### Sizing map

The bar under the picture is 20 µm long.
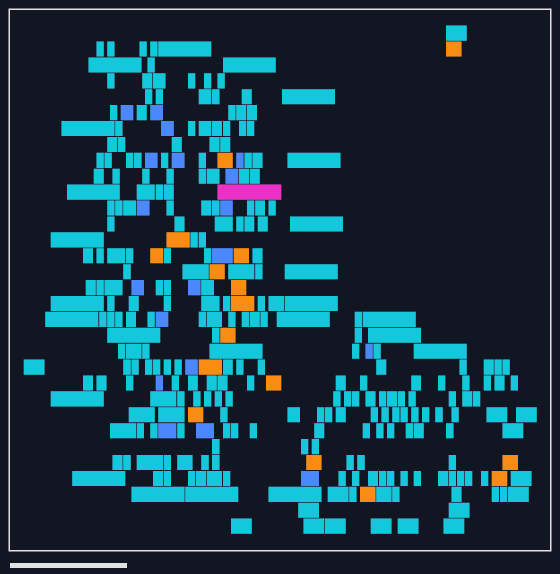
### Clock wiring as the flow saved it

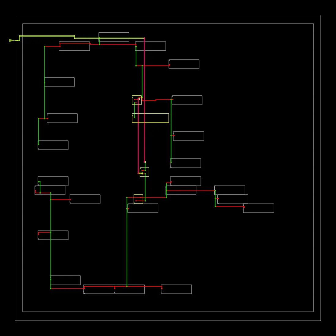
### Metal layers overlaid

The bar under the picture is 20 µm long.
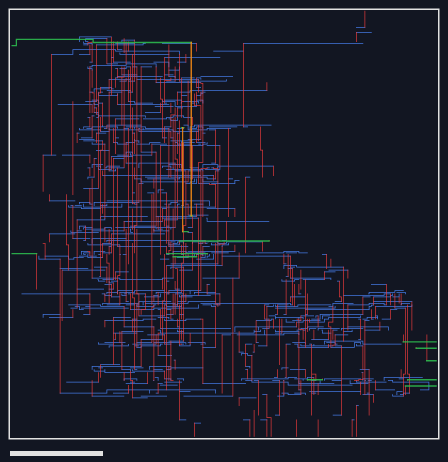
### Nets reached from selected ports

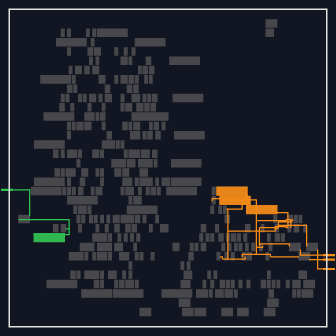
### Sequential cells grouped by signal name

The bar under the picture is 20 µm long.
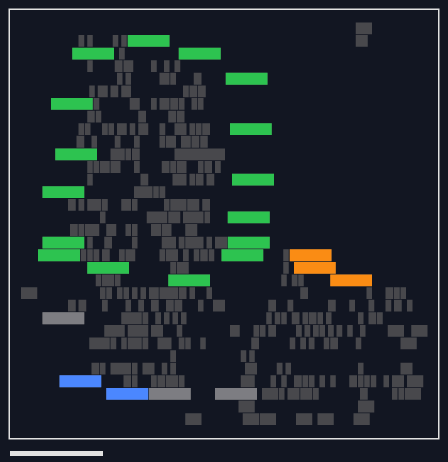
## config.mk

```make
export PLATFORM = sky130hd
export DESIGN_NAME = decoder_scan_ctrl_flat
export DESIGN_NICKNAME = d
export VERILOG_FILES = /design/src/rtl/decoder_scan_ctrl_if.sv /design/src/rtl/decoder_scan_ctrl.sv /design/src/flat_wrapper.sv
export SDC_FILE = /design/constraint.sdc
export NUM_CORES = 1
export LEC_CHECK = 0
export ABC_AREA = 1
export CAP_MARGIN = 0
export CORE_MARGIN = 2
export CORE_UTILIZATION = 23
export CTS_BUF_LIST = sky130_fd_sc_hd__clkbuf_4
export DETAILED_ROUTE_END_ITERATION = 12
export PLACE_DENSITY_LB_ADDON = 0.15
export SLEW_MARGIN = 10
export SYNTH_ARGS = -nofsm -noshare
export SYNTH_HDL_FRONTEND = slang
export SYNTH_SLANG_ARGS = --single-unit
```

## constraint.sdc

```tcl
create_clock -name clk -period 2 [get_ports clk]
set_input_delay 0.5 -clock clk [delete_from_list [all_inputs] [get_ports clk]]
set_output_delay 0.5 -clock clk [all_outputs]
set_load 0.005 [all_outputs]
```

## src/rtl/decoder_scan_ctrl_if.sv

```systemverilog
// Sequencer-to-decoder bundle: sweep controls in, decoder select/enable and status out.
// The sequencer uses the slave modport; whoever commands the sweep uses master.
interface decoder_scan_ctrl_if;
  logic       run;
  logic [7:0] ch_mask;
  logic [2:0] sel;
  logic       ena;
  logic       frame_done;
  logic       busy;

  modport master (
    output run, ch_mask,
    input  sel, ena, frame_done, busy
  );

  modport slave (
    input  run, ch_mask,
    output sel, ena, frame_done, busy
  );
endinterface

```

## src/rtl/decoder_scan_ctrl.sv

```systemverilog
// Sweeps the active channels of a decoder3to8 in ascending order with a blank gap before
// each dwell, so sel never changes while ena is high.
module decoder_scan_ctrl #(
  parameter int unsigned DWELL_CYC = 1000,
  parameter int unsigned BLANK_CYC = 2,
  parameter int unsigned CNT_W     = 16
) (
  input  logic                clk,
  input  logic                rst_n,
  decoder_scan_ctrl_if.slave  bus
);

  typedef enum logic [1:0] {
    IDLE  = 2'd0,
    BLANK = 2'd1,
    DWELL = 2'd2
  } state_t;

  localparam logic [CNT_W-1:0] BLANK_LOAD = CNT_W'(BLANK_CYC - 1);
  localparam logic [CNT_W-1:0] DWELL_LOAD = CNT_W'(DWELL_CYC - 1);
  localparam logic [CNT_W-1:0] CNT_ONE    = CNT_W'(1);

  state_t           state;
  logic [CNT_W-1:0] cnt;
  logic [2:0]       sel_q;
  logic             ena_q;
  logic             done_q;
  logic             busy_q;

  logic [7:0]       above;
  logic [2:0]       first_sel;
  logic [2:0]       next_sel;
  logic             last_ch;
  logic             mask_any;

  function automatic logic [2:0] lowest_set(input logic [7:0] m);
    lowest_set = 3'd0;
    for (int i = 7; i >= 0; i--) begin
      if (m[i]) lowest_set = 3'(i);
    end
  endfunction

  // Channels strictly above the current sel; none left means this dwell closes the sweep.
  always_comb begin
    mask_any  = |bus.ch_mask;
    above     = bus.ch_mask & ~((8'd2 << sel_q) - 8'd1);
    first_sel = lowest_set(bus.ch_mask);
    last_ch   = (above == 8'd0);
    next_sel  = last_ch ? first_sel : lowest_set(above);
  end

  // NOTE: every register here uses <= so all branches see pre-edge values of state/cnt/sel.
  always_ff @(posedge clk or negedge rst_n) begin
    if (!rst_n) begin
      state  <= IDLE;
      cnt    <= '0;
      sel_q  <= 3'd0;
      ena_q  <= 1'b0;
      done_q <= 1'b0;
      busy_q <= 1'b0;
    end else begin
      done_q <= 1'b0;
      case (state)
        IDLE: begin
          if (bus.run && mask_any) begin
            state  <= BLANK;
            sel_q  <= first_sel;
            cnt    <= BLANK_LOAD;
            busy_q <= 1'b1;
          end
        end

        BLANK: begin
          if (cnt == '0) begin
            state <= DWELL;
            ena_q <= 1'b1;
            cnt   <= DWELL_LOAD;
          end else begin
            cnt <= cnt - CNT_ONE;
          end
        end

        DWELL: begin
          if (cnt == '0) begin
            ena_q  <= 1'b0;
            done_q <= last_ch && mask_any;
            if (bus.run && mask_any) begin
              state <= BLANK;
              sel_q <= next_sel;
              cnt   <= BLANK_LOAD;
            end else begin
              state  <= IDLE;
              busy_q <= 1'b0;
            end
          end else begin
            cnt <= cnt - CNT_ONE;
          end
        end

        default: begin
          state  <= IDLE;
          ena_q  <= 1'b0;
          busy_q <= 1'b0;
        end
      endcase
    end
  end

  assign bus.sel        = sel_q;
  assign bus.ena        = ena_q;
  assign bus.frame_done = done_q;
  assign bus.busy       = busy_q;

endmodule

```

## src/flat_wrapper.sv

```systemverilog
// flat-port wrapper written by rule: the top's interface ports become plain ports
module decoder_scan_ctrl_flat 
#(
  parameter int unsigned DWELL_CYC = 1000,
  parameter int unsigned BLANK_CYC = 2,
  parameter int unsigned CNT_W     = 16
)
  (clk, rst_n, bus_run, bus_ch_mask, bus_sel, bus_ena, bus_frame_done, bus_busy);
  decoder_scan_ctrl_if bus_i ();
  input  logic clk;
  input  logic rst_n;
  input wire logic [$bits(bus_i.run)-1:0] bus_run;
  input wire logic [$bits(bus_i.ch_mask)-1:0] bus_ch_mask;
  output wire logic [$bits(bus_i.sel)-1:0] bus_sel;
  output wire logic [$bits(bus_i.ena)-1:0] bus_ena;
  output wire logic [$bits(bus_i.frame_done)-1:0] bus_frame_done;
  output wire logic [$bits(bus_i.busy)-1:0] bus_busy;
  assign bus_i.run = bus_run;
  assign bus_i.ch_mask = bus_ch_mask;
  assign bus_sel = bus_i.sel;
  assign bus_ena = bus_i.ena;
  assign bus_frame_done = bus_i.frame_done;
  assign bus_busy = bus_i.busy;
  decoder_scan_ctrl #(.DWELL_CYC(DWELL_CYC), .BLANK_CYC(BLANK_CYC), .CNT_W(CNT_W)) u_core (.clk(clk), .rst_n(rst_n), .bus(bus_i));
endmodule
```

==> out/metrics.yaml <==
ant_nets: 0
outcome: "completed"
syn_inst: 273
finalMaxSlewViolations: 0
rows: 32
yosysWarnings: 0
layout-drive-gt1-share: 0.120
rsz0062_at_grt: "no"
grtUsageMet2: 0.197
gr-total-overflow: 0
yosysUniqueCellTypes: 29
drtPass1Iterations: 4
hp-class: "in2async"
vias: 1717
crit_arrival_ns: 1.39
coreArea_um2: 7650
critPathLaunchType: "flip-flop"
period_minus_slack_ns: 1.89
cp_slowest_cell: "clkdlybuf4s50_1"
slew_headroom: 0.750
About 'Sizing map':
Key: _6 and larger = magenta [cells 1, share 0.33%]; _0 and _1 cells = cyan [cells 265, share 88%]; _2 cells = blue [cells 19, share 6.3%]; _3 and _4 cells = orange [cells 16, share 5.3%]
final instance area: 2200 µm²
Layout area overhead: 22.7%

About 'Clock wiring as the flow saved it':
clock latency on the worst-skew pair: 0.34 ns
Flops: 24
Clock group: 0.370 mW
clk sinks: 24
layout clock buffer count: 3

About 'Metal layers overlaid':
Key: metal 4 = orange [wire length 59.8 µm]; metal 1 = blue [wire length 2310 µm]; metal 3 = green [wire length 110 µm]; metal 2 = red [wire length 2150 µm]

About 'Nets reached from selected ports':
Key: `bus_sel` = orange [bits 3, direction output, end cells 3, wire 185 µm]; `bus_ena` = green [bits 1, direction output, end cells 1, wire 34.4 µm]
# port buffers: 16
# IOs: 17

About 'Sequential cells grouped by signal name':
Key: `u_core.cnt` = green [placed flops 16]; `u_core.state` = blue [placed flops 2]; `u_core.bus.sel` = orange [placed flops 3]
Storage cell area: 601 µm²
Power Sequential: 0.895 mW
sequential cell area share: 0.273
Finished Core Util: 0.288

-- cells in the final DEF, fill, tap and decap left out, drive strengths merged --
| cell type | n |
|---|---|
| nand2 | 95 |
| inv | 37 |
| nor2 | 37 |
| dfrtp | 24 |
| nand3 | 24 |
| o21ai | 20 |
| clkdlybuf4s50 | 16 |
| buf | 9 |
| ha | 7 |
| xor2 | 5 |
| a21oi | 5 |
| nor3 | 4 |
| nand4 | 4 |
| nor4 | 3 |
| clkbuf | 3 |
| o211ai | 2 |
| or2 | 1 |
| o31ai | 1 |
| nand3b | 1 |
| o21a | 1 |
| o21bai | 1 |
| bufinv | 1 |
-- layout make-up --
type	count	area [µm²]	share of cell area
clock buffers	3	22.5	0.0102
clock inverters	1	30.0	0.0136
inverters	37	141	0.0642
multi-input cells	211	1050	0.478
flip-flops and latches	24	601	0.273
well taps	102	128	0.0579
repair buffers	25	228	0.103
-- final timing paths --
kind | cells past startpoint | end | startpoint | slack (ns)
min in group clk | 2 | u_core.bus.busy | u_core.bus.busy | 0.51
max | 1 | bus_sel[0] | u_core.bus.sel[0] | 0.11
max reg2reg | 11 | u_core.cnt[13] | u_core.cnt[0] | 0.20
max in group asynchronous | 2 | u_core.cnt[1] | rst_n | 1.23
min | 2 | u_core.cnt[4] | rst_n | 0.51
min reg2reg | 2 | u_core.bus.busy | u_core.bus.busy | 0.51
-- cell families (layout without fill, tap and decap cells) --
| family | Yosys count | after routing | share of synthesized area |
|---|---|---|---|
| fa+ha+maj | 7 | 7 | 0.0488 |
| flops | 24 | 24 | 0.334 |
| buf+inv | 38 | 66 | 0.0815 |
| simple gates | 169 | 169 | 0.414 |
| compound gates | 30 | 30 | 0.0969 |
| xor+xnor | 5 | 5 | 0.0244 |
-- report_power, final --
group | internal (mW) | switching (mW) | total, mW
sequential | 0.677 | 0.218 | 0.895
clock | 0.203 | 0.167 | 0.370
combinational | 0.896 | 1.56 | 2.46
total | 1.78 | 1.95 | 3.72
-- cells in the mapped netlist, drive strengths merged --
library cell,number,area share
o211ai,2,0.0084
dfrtp,24,0.33
or2,1,0.0035
buf,1,0.0028
nor2,37,0.094
o21a,1,0.0042
o21ai,20,0.060
nand4,4,0.014
nand3b,1,0.0042
ha,7,0.049
nor3,4,0.011
nor4,3,0.010
o31ai,1,0.0042
inv,37,0.079
xor2,5,0.024
o21bai,1,0.0042
nand3,24,0.070
nand2,95,0.21
a21oi,5,0.016
-- through the flow --
| stage | instances | setup TNS (ns) | setup slack, ns | power, mW | area [µm²] |
|---|---|---|---|---|---|
| final | 403 | 0 | 0.111 | 3.72 | 2200 |
| after global routing | 403 | 0 | 0.0407 | 4.18 | 2200 |
| after CTS | 403 | 0 | 0.113 | 3.75 | 2200 |
| after detailed placement | 399 | -0.792 | -0.0911 | 3.36 | 2150 |
| after global placement | 399 | -0.230 | -0.0453 | 3.40 | 2150 |
| after floorplan | 273 | 0 | 0.498 | 2.66 | 1800 |
-- flip-flops by register name (all words and copies together) (netlist names) --
| signal | cells |
|---|---|
| u_core.bus.busy | 1 |
| u_core.bus.frame_done | 1 |
| u_core.bus.sel | 3 |
| u_core.state | 2 |
| u_core.cnt | 16 |
| u_core.bus.ena | 1 |
No activity file was given, so power comes from the tool's default toggle rates.
